[src/rtl/hci_shared_port_arbiter.sv]
// Two-way arbiter sharing one TCDM-style memory port between a core and an HWPE requester.
// Policy (guarded fixed priority, round-robin, plain fixed priority) is selected at run time.

typedef struct packed {
    logic [1:0] arb_policy;
    logic       hwpe_prio;
    logic [7:0] low_prio_max_stall;
} hci_interconnect_ctrl_t;

module hci_shared_port_arbiter #(
    parameter int unsigned AW = 32,
    parameter int unsigned DW = 32,
    parameter int unsigned BW = 8
) (
    input  logic                   clk_i,
    input  logic                   clear_i,
    input  hci_interconnect_ctrl_t ctrl_i,

    input  logic                   core_req_i,
    output logic                   core_gnt_o,
    input  logic [AW-1:0]          core_add_i,
    input  logic                   core_wen_i,
    input  logic [DW-1:0]          core_data_i,
    input  logic [DW/BW-1:0]       core_be_i,
    output logic [DW-1:0]          core_r_data_o,
    output logic                   core_r_valid_o,

    input  logic                   hwpe_req_i,
    output logic                   hwpe_gnt_o,
    input  logic [AW-1:0]          hwpe_add_i,
    input  logic                   hwpe_wen_i,
    input  logic [DW-1:0]          hwpe_data_i,
    input  logic [DW/BW-1:0]       hwpe_be_i,
    output logic [DW-1:0]          hwpe_r_data_o,
    output logic                   hwpe_r_valid_o,

    output logic                   mem_req_o,
    input  logic                   mem_gnt_i,
    output logic [AW-1:0]          mem_add_o,
    output logic                   mem_wen_o,
    output logic [DW-1:0]          mem_data_o,
    output logic [DW/BW-1:0]       mem_be_o,
    input  logic [DW-1:0]          mem_r_data_i,
    input  logic                   mem_r_valid_i
);

    typedef enum logic {
        SIDE_CORE = 1'b0,
        SIDE_HWPE = 1'b1
    } side_e;

    localparam logic [1:0] POLICY_FIXED_GUARD = 2'b00;
    localparam logic [1:0] POLICY_RR          = 2'b01;

    side_e      rr_q, rr_d;
    side_e      owner_q;
    logic       pend_q;
    logic [7:0] stall_q, stall_d;

    side_e      win;
    side_e      high_side, low_side;
    logic       both_req, handshake, guard_fire, low_req, low_hs;

    assign high_side = ctrl_i.hwpe_prio ? SIDE_HWPE : SIDE_CORE;
    assign low_side  = ctrl_i.hwpe_prio ? SIDE_CORE : SIDE_HWPE;
    assign both_req  = core_req_i & hwpe_req_i;
    assign mem_req_o = core_req_i | hwpe_req_i;
    assign handshake = mem_req_o & mem_gnt_i;

    // The starvation guard only ever fires once the counter reaches a nonzero limit.
    assign guard_fire = (ctrl_i.arb_policy == POLICY_FIXED_GUARD) &&
                        (ctrl_i.low_prio_max_stall != 8'd0) &&
                        (stall_q == ctrl_i.low_prio_max_stall);

    always_comb begin
        win = SIDE_CORE;
        if (both_req) begin
            case (ctrl_i.arb_policy)
                POLICY_FIXED_GUARD: win = guard_fire ? low_side : high_side;
                POLICY_RR:          win = rr_q;
                default:            win = high_side;
            endcase
        end else if (hwpe_req_i) begin
            win = SIDE_HWPE;
        end
    end

    assign core_gnt_o = core_req_i & (win == SIDE_CORE) & mem_gnt_i;
    assign hwpe_gnt_o = hwpe_req_i & (win == SIDE_HWPE) & mem_gnt_i;

    always_comb begin
        mem_add_o  = core_add_i;
        mem_wen_o  = core_wen_i;
        mem_data_o = core_data_i;
        mem_be_o   = core_be_i;
        if (win == SIDE_HWPE) begin
            mem_add_o  = hwpe_add_i;
            mem_wen_o  = hwpe_wen_i;
            mem_data_o = hwpe_data_i;
            mem_be_o   = hwpe_be_i;
        end
    end

    assign low_req = (low_side == SIDE_HWPE) ? hwpe_req_i : core_req_i;
    assign low_hs  = handshake && (win == low_side);

    // A lowered limit clamps the counter so the guard still fires.
    always_comb begin
        stall_d = stall_q;
        if ((ctrl_i.arb_policy != POLICY_FIXED_GUARD) || !low_req || low_hs) begin
            stall_d = 8'd0;
        end else if (stall_q >= ctrl_i.low_prio_max_stall) begin
            stall_d = ctrl_i.low_prio_max_stall;
        end else begin
            stall_d = stall_q + 8'd1;
        end
    end

    always_comb begin
        rr_d = rr_q;
        if ((ctrl_i.arb_policy == POLICY_RR) && handshake && both_req) begin
            rr_d = (win == SIDE_CORE) ? SIDE_HWPE : SIDE_CORE;
        end
    end

    // NOTE: state registers use non-blocking assignments so every flop samples pre-edge values.
    always_ff @(posedge clk_i) begin
        if (clear_i) begin
            stall_q <= 8'd0;
            rr_q    <= SIDE_CORE;
            owner_q <= SIDE_CORE;
            pend_q  <= 1'b0;
        end else begin
            stall_q <= stall_d;
            rr_q    <= rr_d;
            pend_q  <= handshake;
            if (handshake) begin
                owner_q <= win;
            end
        end
    end

    assign core_r_data_o  = mem_r_data_i;
    assign hwpe_r_data_o  = mem_r_data_i;
    assign core_r_valid_o = mem_r_valid_i & pend_q & (owner_q == SIDE_CORE);
    assign hwpe_r_valid_o = mem_r_valid_i & pend_q & (owner_q == SIDE_HWPE);

endmodule

[config.mk]
export PLATFORM = sky130hd
export DESIGN_NAME = hci_shared_port_arbiter
export DESIGN_NICKNAME = d
export VERILOG_FILES = /design/src/rtl/hci_shared_port_arbiter.sv
export SDC_FILE = /design/constraint.sdc
export NUM_CORES = 1
export LEC_CHECK = 0
export CAP_MARGIN = 25
export CORE_AREA = 4 4 123 125
export CTS_CLUSTER_DIAMETER = 80
export CTS_CLUSTER_SIZE = 24
export DETAILED_ROUTE_END_ITERATION = 8
export DIE_AREA = 0 0 127 129
export HOLD_SLACK_MARGIN = 0.05
export PLACE_DENSITY_LB_ADDON = 0.1
export SYNTH_ARGS = -nofsm -noshare
export SYNTH_HDL_FRONTEND = slang
export SYNTH_SLANG_ARGS = --single-unit
[constraint.sdc]
create_clock -name clk_i -period 4.22 [get_ports clk_i]
set_input_delay 0.422 -clock clk_i [delete_from_list [all_inputs] [get_ports clk_i]]
set_output_delay 0.422 -clock clk_i [all_outputs]
set_load 0.02 [all_outputs]
Run 1, cells by drive strength:
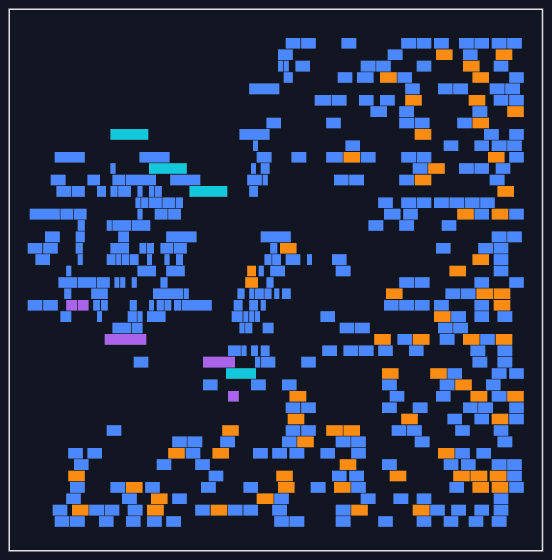
size	color	cells	share	most used
drive 3 to 4	purple	5	1.2%	buf_4
drive 6 and up	cyan	4	0.95%	clkbuf_16
drive 2	orange	66	16%	mux2_2
drive 1 or less	blue	347	82%	clkdlybuf4s50_1
Non-clk bufs: 232
post-route design area: 4320 um^2
Syn-to-layout area delta: 92.5%
final worst slack: 303 ps

Run 1, routed clock nets over the placement:
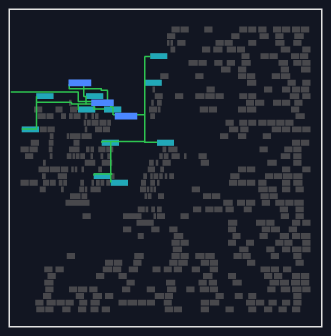
[flip-flops] cyan | count: 11
[cells driving clock nets] blue | count: 3
[clock wires] green | length: 218 um
routed clock nets	4
Clock net power: 0.000173 W
Clock power frac: 22.3%
clk_skew: 3.55 ps
Insertion Delay late pin: 240 ps

Run 1, routing congestion map:
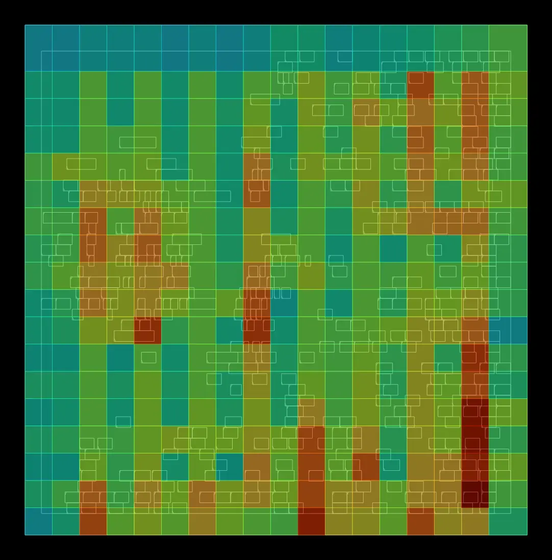
routed wire length per instance: 20.7 um
gr busiest metal: met2

Run 1, signal wires on met3:
Cells faint in the background.
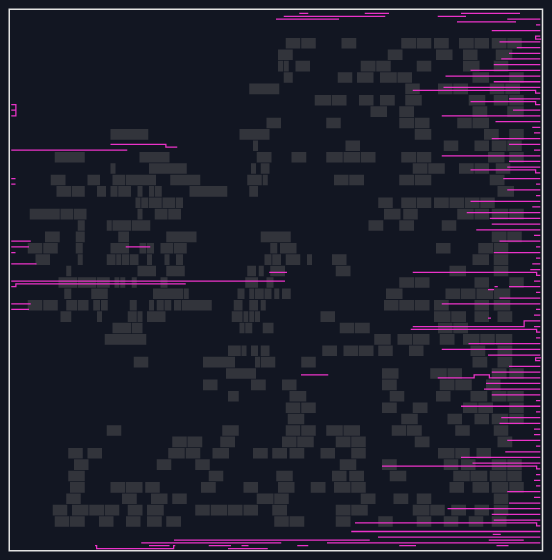
share of all routed wire	12%
longest straight run	65.1 um
main direction	horizontal
wire length on this layer	1490 um
Post-Route WL: 12500 um
routed via count: 2488
GR Layer Usage met3: 7.64%

==> impl_metrics.ini, run 1 <==
; flow metrics
[routing]
met3_wirelength_um = 1490
dr.pass1.iters = 4
drt-vias-per-instance = 4.13
dr.first_iter.drc_count = 33

[setup_path]
endpoint_kind = output pin
critPathMostFrequentCell = clkdlybuf4s50_1
slowest_delay_ps = 590
worst_r2r_endpoint = owner_q
r2r-start = stall_q[3]
crit_chain = clkdlybuf4s50_1 > inv_1 > ha_1 > nand2_1 > a2111oi_4 > xnor2_1 > a31oi_4 > buf_12 > mux2_2 > clkdlybuf4s50_1

[timing]
whs_ps = 505
slew_violations = 0
slew_headroom_pct = 56.9
clock.fmax_mhz = 255
worst_slew_pin_slew_ps = 641

[floorplan]
fp.dieW_um = 127

[global_routing]
grt_max_degree = 52
gr-usage-met2_pct = 24.8

[power]
switchingPower_w = 0.000245
p_int_w = 0.000528
p_seq_share_pct = 13.9
power.total_w = 0.000773
largestPowerGroup = combinational logic

[logic_synthesis]
syn-cell-area_um2 = 2250
synth_warnings = 0
yosys_most_used_dff = dfxtp_1
synth.comb.largest_family = multiplexers
fa_ha_area_share_pct = 5.01

[clock_network]
htree_levels = 1
cts_root_buf = clkbuf_16
clk_path_buf_depth = 2

[flow_run]
maxCapViolCount = 0

[finish]
drive_gt1_share_pct = 17.8

[status]
status = complete, no violations

[place]
gp_congestion = 0.857
run 1: layout by cell type, fill, tap and decap left out, types with 6 or more instances in the layout:
| cell type | netlist | routed |
|---|---|---|
| mux2_2 | 64 | 64 |
| nand3_1 | 6 | 6 |
| nand2_1 | 14 | 14 |
| nor2_1 | 8 | 8 |
| a21oi_1 | 11 | 11 |
| clkdlybuf4s50_1 | 0 | 228 |
| ha_1 | 9 | 9 |
| dfxtp_1 | 11 | 11 |
| o21ai_0 | 7 | 7 |
| a311oi_1 | 6 | 6 |
| inv_1 | 11 | 11 |
run 1: state kept, by name, indices dropped and copies added, names as in the netlist:
name / flops
rr_q: 1
stall_q: 8
owner_q: 1
pend_q: 1
run 1: worst max path at each step:
stage               from             end  slack (ps)  cells after the start
3_5_place_dp   ctrl_i[3]   mem_data_o[7]         170                     10
2_1_floorplan  ctrl_i[3]   mem_add_o[24]        1490                      8
6_report       ctrl_i[3]  mem_data_o[23]         300                     10
4_1_cts        ctrl_i[3]   mem_data_o[7]         160                     10
3_3_place_gp   ctrl_i[3]   mem_data_o[8]         250                     10
5_1_grt        ctrl_i[7]   mem_data_o[7]         130                     10
run 1: cell families after synthesis:
| family | count (synthesis) |
|---|---|
| simple gates | 46 |
| fa+ha+maj | 9 |
| flops | 11 |
| compound gates | 33 |
| mux | 69 |
| xor+xnor | 7 |
| buf+inv | 84 |
run 1: final cells by class:
class | instances | area (um^2)
diodes | 1 | 2.50
well taps | 180 | 225
fillers | 1433 | 9560
clock buffers | 4 | 78.8
flip-flops and latches | 11 | 220
repair buffers | 232 | 2320
inverters | 11 | 41.3
multi-input cells | 164 | 1430
==> run 1 -> run 2 <==
--- a/config.mk
+++ b/config.mk
@@ -13,6 +13,7 @@
 export DIE_AREA = 0 0 127 129
 export HOLD_SLACK_MARGIN = 0.05
 export PLACE_DENSITY_LB_ADDON = 0.1
+export SETUP_SLACK_MARGIN = 0.5
 export SYNTH_ARGS = -nofsm -noshare
 export SYNTH_HDL_FRONTEND = slang
 export SYNTH_SLANG_ARGS = --single-unit
Run 2, gate-type map:
The bar under the picture is 50 um long.
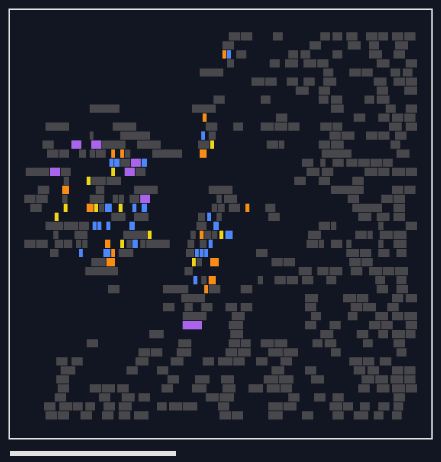
family	color	cells
NOR gates	orange	15
NAND gates	blue	23
inverters	yellow	11
XOR/XNOR gates	purple	7
fraction of area in multi-input gates: 32.9%
Post-Layout Cell Count: 608
most numerous logic cell after layout: clkdlybuf4s50_1

Run 2, routed clock nets over the placement:
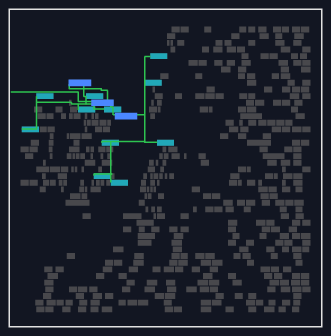
[flip-flops] cyan | count: 11
[cells driving clock nets] blue | count: 3
[clock wires] green | length: 218 um
routed clock nets	4
Clock power frac: 22.9%

==> run 2 against run 1 <==
Synthesized cell count unchanged. First-iteration DRC count increased by 21%. Clock skew unchanged. Routed wire length increased by 4.5%. Sequential power is essentially flat. Maximum frequency is 5.6% higher. Via count rose by 1.2%. Core utilization rose by 0.41 points. Highest routed layer unchanged.
==> impl_metrics.ini, run 2 <==
; flow metrics
[routing]
drt-vias-per-instance = 4.14
vias = 2518
routed_wl_um = 13000
dr.pass1.iters = 4
avgRoutedWirePerCell_um = 21.4

[status]
status = complete, no violations

[global_routing]
gr-usage-met3_pct = 7.64
grt.overflow.total = 0
grt_max_degree = 27
grt_busiest_layer = met2
gr-usage-met2_pct = 25.2

[finish]
fin_area_um2 = 4380
lay_top_cells = clkdlybuf4s50_1 (157), mux2_2 (64), dlygate4sd2_1 (43)
fillers = 1456
largest_reg_flops = 8
regMostFlops = stall_q
drive_gt1_share_pct = 21.5

[logic_synthesis]
synth_warnings = 0
yosys_most_used_dff = dfxtp_1
synthTopCellsByCount = buf_4 (64), mux2_2 (64), nand2_1 (14)
yosys.cell_types.count = 35

[floorplan]
fp.dieW_um = 127

[timing]
worst_slew_pin_slew_ps = 641
clock_skew_ps = 3.55
slew_violations = 0
slew_headroom_pct = 56.9
clock.fmax_mhz = 270

[clock_network]
insertion_delay_ps = 240
clk_path_buf_depth = 2

[place]
gp_congestion = 0.857

[power]
p_leak_nw = 1.89
p_seq_share_pct = 14.2
p_int_w = 0.000504
switchingPower_w = 0.000250

[flow_run]
maxCapViolCount = 0

[setup_path]
endpoint_kind = output pin
crit_chain = clkdlybuf4s50_1 > inv_1 > ha_1 > nand2_1 > a2111oi_4 > xnor2_2 > a31oi_4 > buf_4 > clkbuf_16 > mux2_2 > dlygate4sd2_1
slowest_delay_ps = 510
Run 2, cells by drive strength:
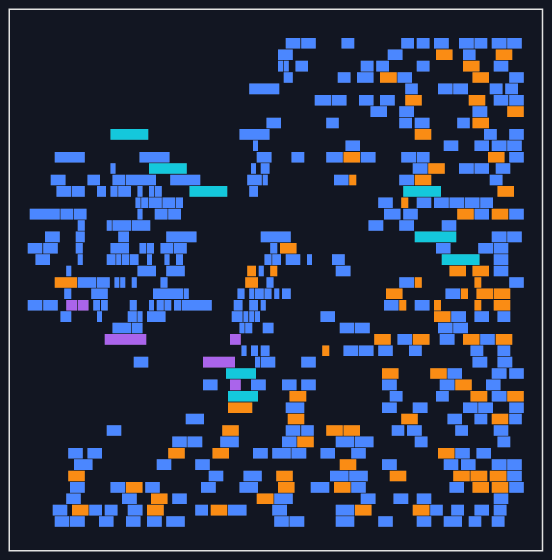
size	color	cells	share	most used
drive 2	orange	78	18%	mux2_2
drive 6 and up	cyan	8	1.9%	clkbuf_16
drive 3 to 4	purple	6	1.4%	buf_4
drive 1 or less	blue	335	78%	clkdlybuf4s50_1
Non-clk bufs: 237
Syn-to-layout area delta: 95.0%

==> run 2: cells by family (layout without fill, tap and decap cells) <==
family,count (synthesis),count (layout),synth area share (%)
AOI/OAI and AO/OA,33,33,10.6
xor gates and xnor gates,7,7,2.73
adders and majority gates,9,9,5.01
buffers and inverters,84,252,27.1
DFF,11,11,9.80
muxes,69,69,34.6
other,0,1,0
and+or+nand+nor,46,46,10.2
==> run 2: final cells by class <==
cell class | count | area [um^2] | share of cell area, %
flip-flops and latches | 11 | 220 | 5.03
inverters | 11 | 41.3 | 0.943
diodes | 1 | 2.50 | 0.0571
well taps | 180 | 225 | 5.14
clock buffers | 4 | 78.8 | 1.80
multi-input cells | 164 | 1440 | 32.9
repair buffers | 237 | 2370 | 54.1
==> run 2: per-stage QoR <==
stage	power (W)	instances	hold WS [ps]	setup slack, ps
2_1_floorplan	0.000399	259	460	1490
3_3_place_gp	0.000605	598	503	248
5_1_grt	0.000794	608	589	376
6_report	0.000755	608	505	510
4_1_cts	0.000765	605	516	388
3_5_place_dp	0.000606	598	511	167
==> run 2: path summary, 6_finish.rpt <==
| check | endpoint | slack (ps) | depth (start not counted) | start |
|---|---|---|---|---|
| worst max-delay path | mem_add_o[18] | 510 | 11 | ctrl_i[3] |
| worst min-delay path | rr_q | 510 | 2 | rr_q |
| worst max register to register | owner_q | 1940 | 8 | stall_q[3] |
| worst min register to register | rr_q | 510 | 2 | rr_q |
==> run 2: power groups by stage <==
stage	Clock (W)	Combinational (W)	Sequential, W
final	0.000173	0.000475	0.000107
after global routing	0.000186	0.000500	0.000107
after CTS	0.000183	0.000475	0.000107
after detailed placement	0	0.000497	0.000109
after global placement	0	0.000496	0.000109
after floorplan	0	0.000290	0.000109
==> run 2 -> run 3 <==
--- a/config.mk
+++ b/config.mk
@@ -6,11 +6,12 @@
 export NUM_CORES = 1
 export LEC_CHECK = 0
 export CAP_MARGIN = 25
-export CORE_AREA = 4 4 123 125
+export CORE_AREA = 4 4 125 127
+export CTS_BUF_LIST = sky130_fd_sc_hd__clkbuf_2 sky130_fd_sc_hd__clkbuf_4 sky130_fd_sc_hd__clkbuf_8
 export CTS_CLUSTER_DIAMETER = 80
 export CTS_CLUSTER_SIZE = 24
 export DETAILED_ROUTE_END_ITERATION = 8
-export DIE_AREA = 0 0 127 129
+export DIE_AREA = 0 0 129 131
 export HOLD_SLACK_MARGIN = 0.05
 export PLACE_DENSITY_LB_ADDON = 0.1
 export SETUP_SLACK_MARGIN = 0.5
==> run 3 against run 2 <==
Core utilization shrank 1.5 points. First-iteration DRC count up 90%. Synthesized area stayed put. Setup slack improved by 40 ps. Register-to-register slack better by 60 ps.
==> impl_metrics.ini, run 3 <==
; flow metrics
[setup_path]
slowest_delay_ps = 500
rr_worst_depth = 9
r2r-start = stall_q[0]
crit_chain = clkdlybuf4s50_1 > inv_1 > ha_1 > nand2_1 > a2111oi_4 > xnor2_2 > a31oi_4 > bufbuf_16 > mux2_1 > dlygate4sd2_1
worst-r2r-setup-slack_ps = 2000
endpoint_kind = output pin
worst_r2r_endpoint = owner_q

[finish]
comb_area_um2 = 1440
biggestCellCategory = buffers
fillers = 1531
regMostFlops = stall_q
clkbuf_count = 4
largest_reg_flops = 8
drive_gt1_share_pct = 24.3
seq_cell_count = 11
seq_share_pct = 5.09
comb_area_share_pct = 33.2
clkCellAreaFrac_pct = 1.13
stdcell_count = 612
signal_buffers = 238
antenna_cells = 0

[status]
status = complete, no violations

[power]
clock_power_share_pct = 16.8
switchingPower_w = 0.000244
p_leak_nw = 1.90
clk-power_w = 0.000116
p_seq_share_pct = 15.4
p_int_w = 0.000450
largestPowerGroup = combinational logic
pg_comb_w = 0.000471
p_seq_w = 0.000107

[timing]
clock.fmax_mhz = 273
clock_skew_ps = 5.87
worst_slew_pin_slew_ps = 544

[global_routing]
grt_max_degree = 20
grt.overflow.total = 0

[routing]
drt-vias-per-instance = 4.08
dr.pass1.iters = 4

[hold_path]
hold_start = rr_q
hold_path_depth = 2

[logic_synthesis]
yosys.cell_types.count = 35
yosys_most_used_dff = dfxtp_1

[floorplan]
tapCellCount = 184
fp.dieW_um = 129

[flow_run]
maxCapViolCount = 0

[clock_network]
clk_path_buf_depth = 2
[run 3: cell counts after synthesis]
No cell type changed its count.
[run 3: cells by family (layout without fill, tap and decap cells)]
family | Yosys count | count (layout) | synth area share [%]
DFF | 11 | 11 | 9.80
xor gates and xnor gates | 7 | 7 | 2.73
muxes | 69 | 69 | 34.6
adders and majority gates | 9 | 9 | 5.01
buffers and inverters | 84 | 253 | 27.1
AOI/OAI and AO/OA | 33 | 33 | 10.6
and+or+nand+nor | 46 | 46 | 10.2
[run 3: how the worst max path moves through the flow]
stage	startpoint	endpoint	slack, ps	cells past startpoint
global route	ctrl_i[3]	mem_add_o[29]	390	10
CTS	ctrl_i[7]	mem_add_o[6]	320	11
finish	ctrl_i[7]	mem_add_o[29]	550	10
detailed placement	ctrl_i[3]	mem_add_o[29]	300	10
floorplan	ctrl_i[3]	mem_add_o[24]	1490	8
global placement	ctrl_i[3]	mem_data_o[18]	300	10
[run 3: metrics by stage]
stage	setup slack, ps	hold WS (ps)	utilization (%)	area [um^2]	total power [W]
2_1_floorplan	1490	460	-	2250	0.000399
3_3_place_gp	302	489	29.4	4230	0.000605
4_1_cts	317	509	29.9	4320	0.000715
3_5_place_dp	298	502	29.4	4230	0.000606
5_1_grt	386	573	30.0	4330	0.000729
6_report	550	503	30.0	4330	0.000694
[run 3: repair_timing]
item	CTS	global route
hold buffers	0	0
buffers inserted	3	1
hold endpoints to repair	0	0
resized	49	63
setup endpoints to repair	68	69
cloned	2	0
pin swaps	0	1
[run 3: routing by layer]
metal  vias up  GRT usage, %  routed length, um
met4         0          1.36                 42
met1      1153          15.9               4980
li1       1193             -                  -
met5         -             0                  0
met3         5          5.81               1440
met2       148          24.5               6350
[run 3: tightest hold or removal path, stage by stage, from the launching register on]
cell	delay, ps
dfxtp_1	320
o21ai_0	70
a21oi_1	60
Run 3, signal wires on met3:
Cells faint in the background.
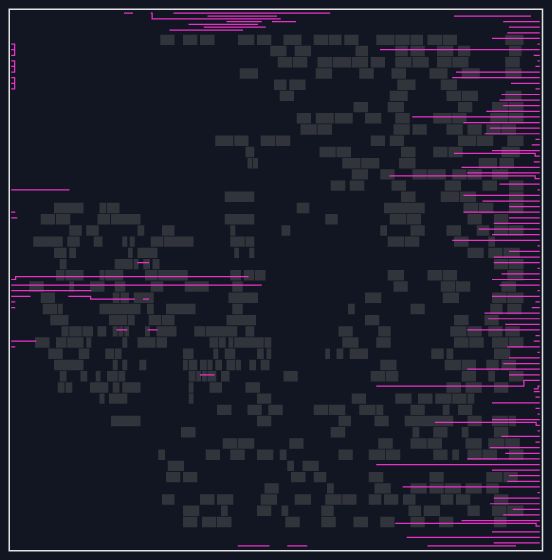
main direction	horizontal
longest straight run	60.5 um
share of all routed wire	11%
wire length on this layer	1440 um
Post-Route WL: 12800 um
routed via count: 2499
GR Layer Usage met3: 5.81%

Run 3, routing congestion map:
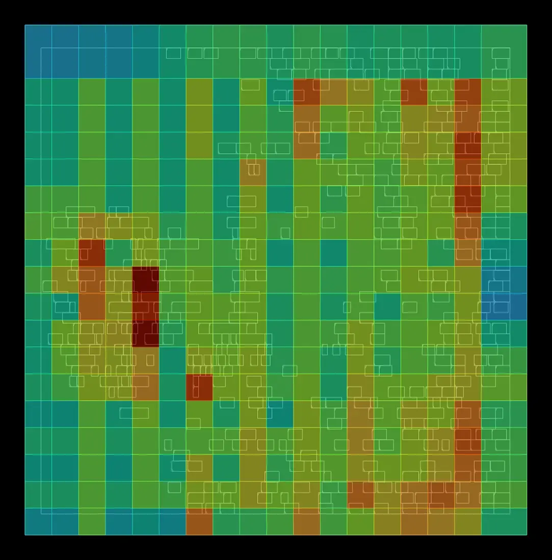
met2 GRT Util: 24.5%
met1 usage: 15.9%
routed wire length per instance: 20.9 um
total global routing track utilization: 13.7%

Run 3, cells by drive strength:
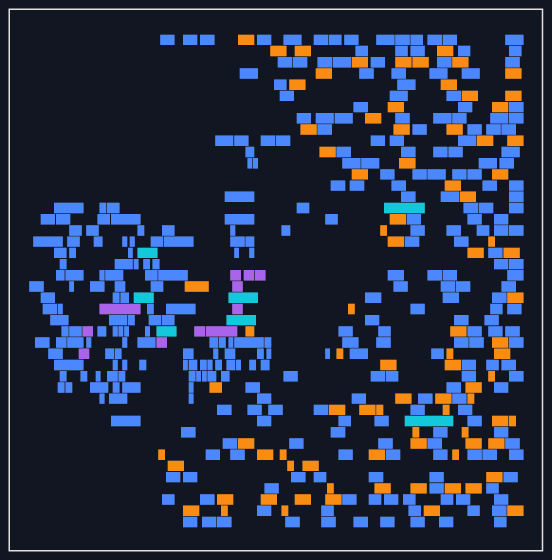
size	color	cells	share	most used
drive 1 or less	blue	324	76%	clkdlybuf4s50_1
drive 3 to 4	purple	11	2.6%	buf_4
drive 6 and up	cyan	7	1.6%	clkbuf_8
drive 2	orange	86	20%	mux2_2
Syn-to-layout area delta: 92.7%
post-route design area: 4330 um^2

Power and IR drop assume default switching activity.
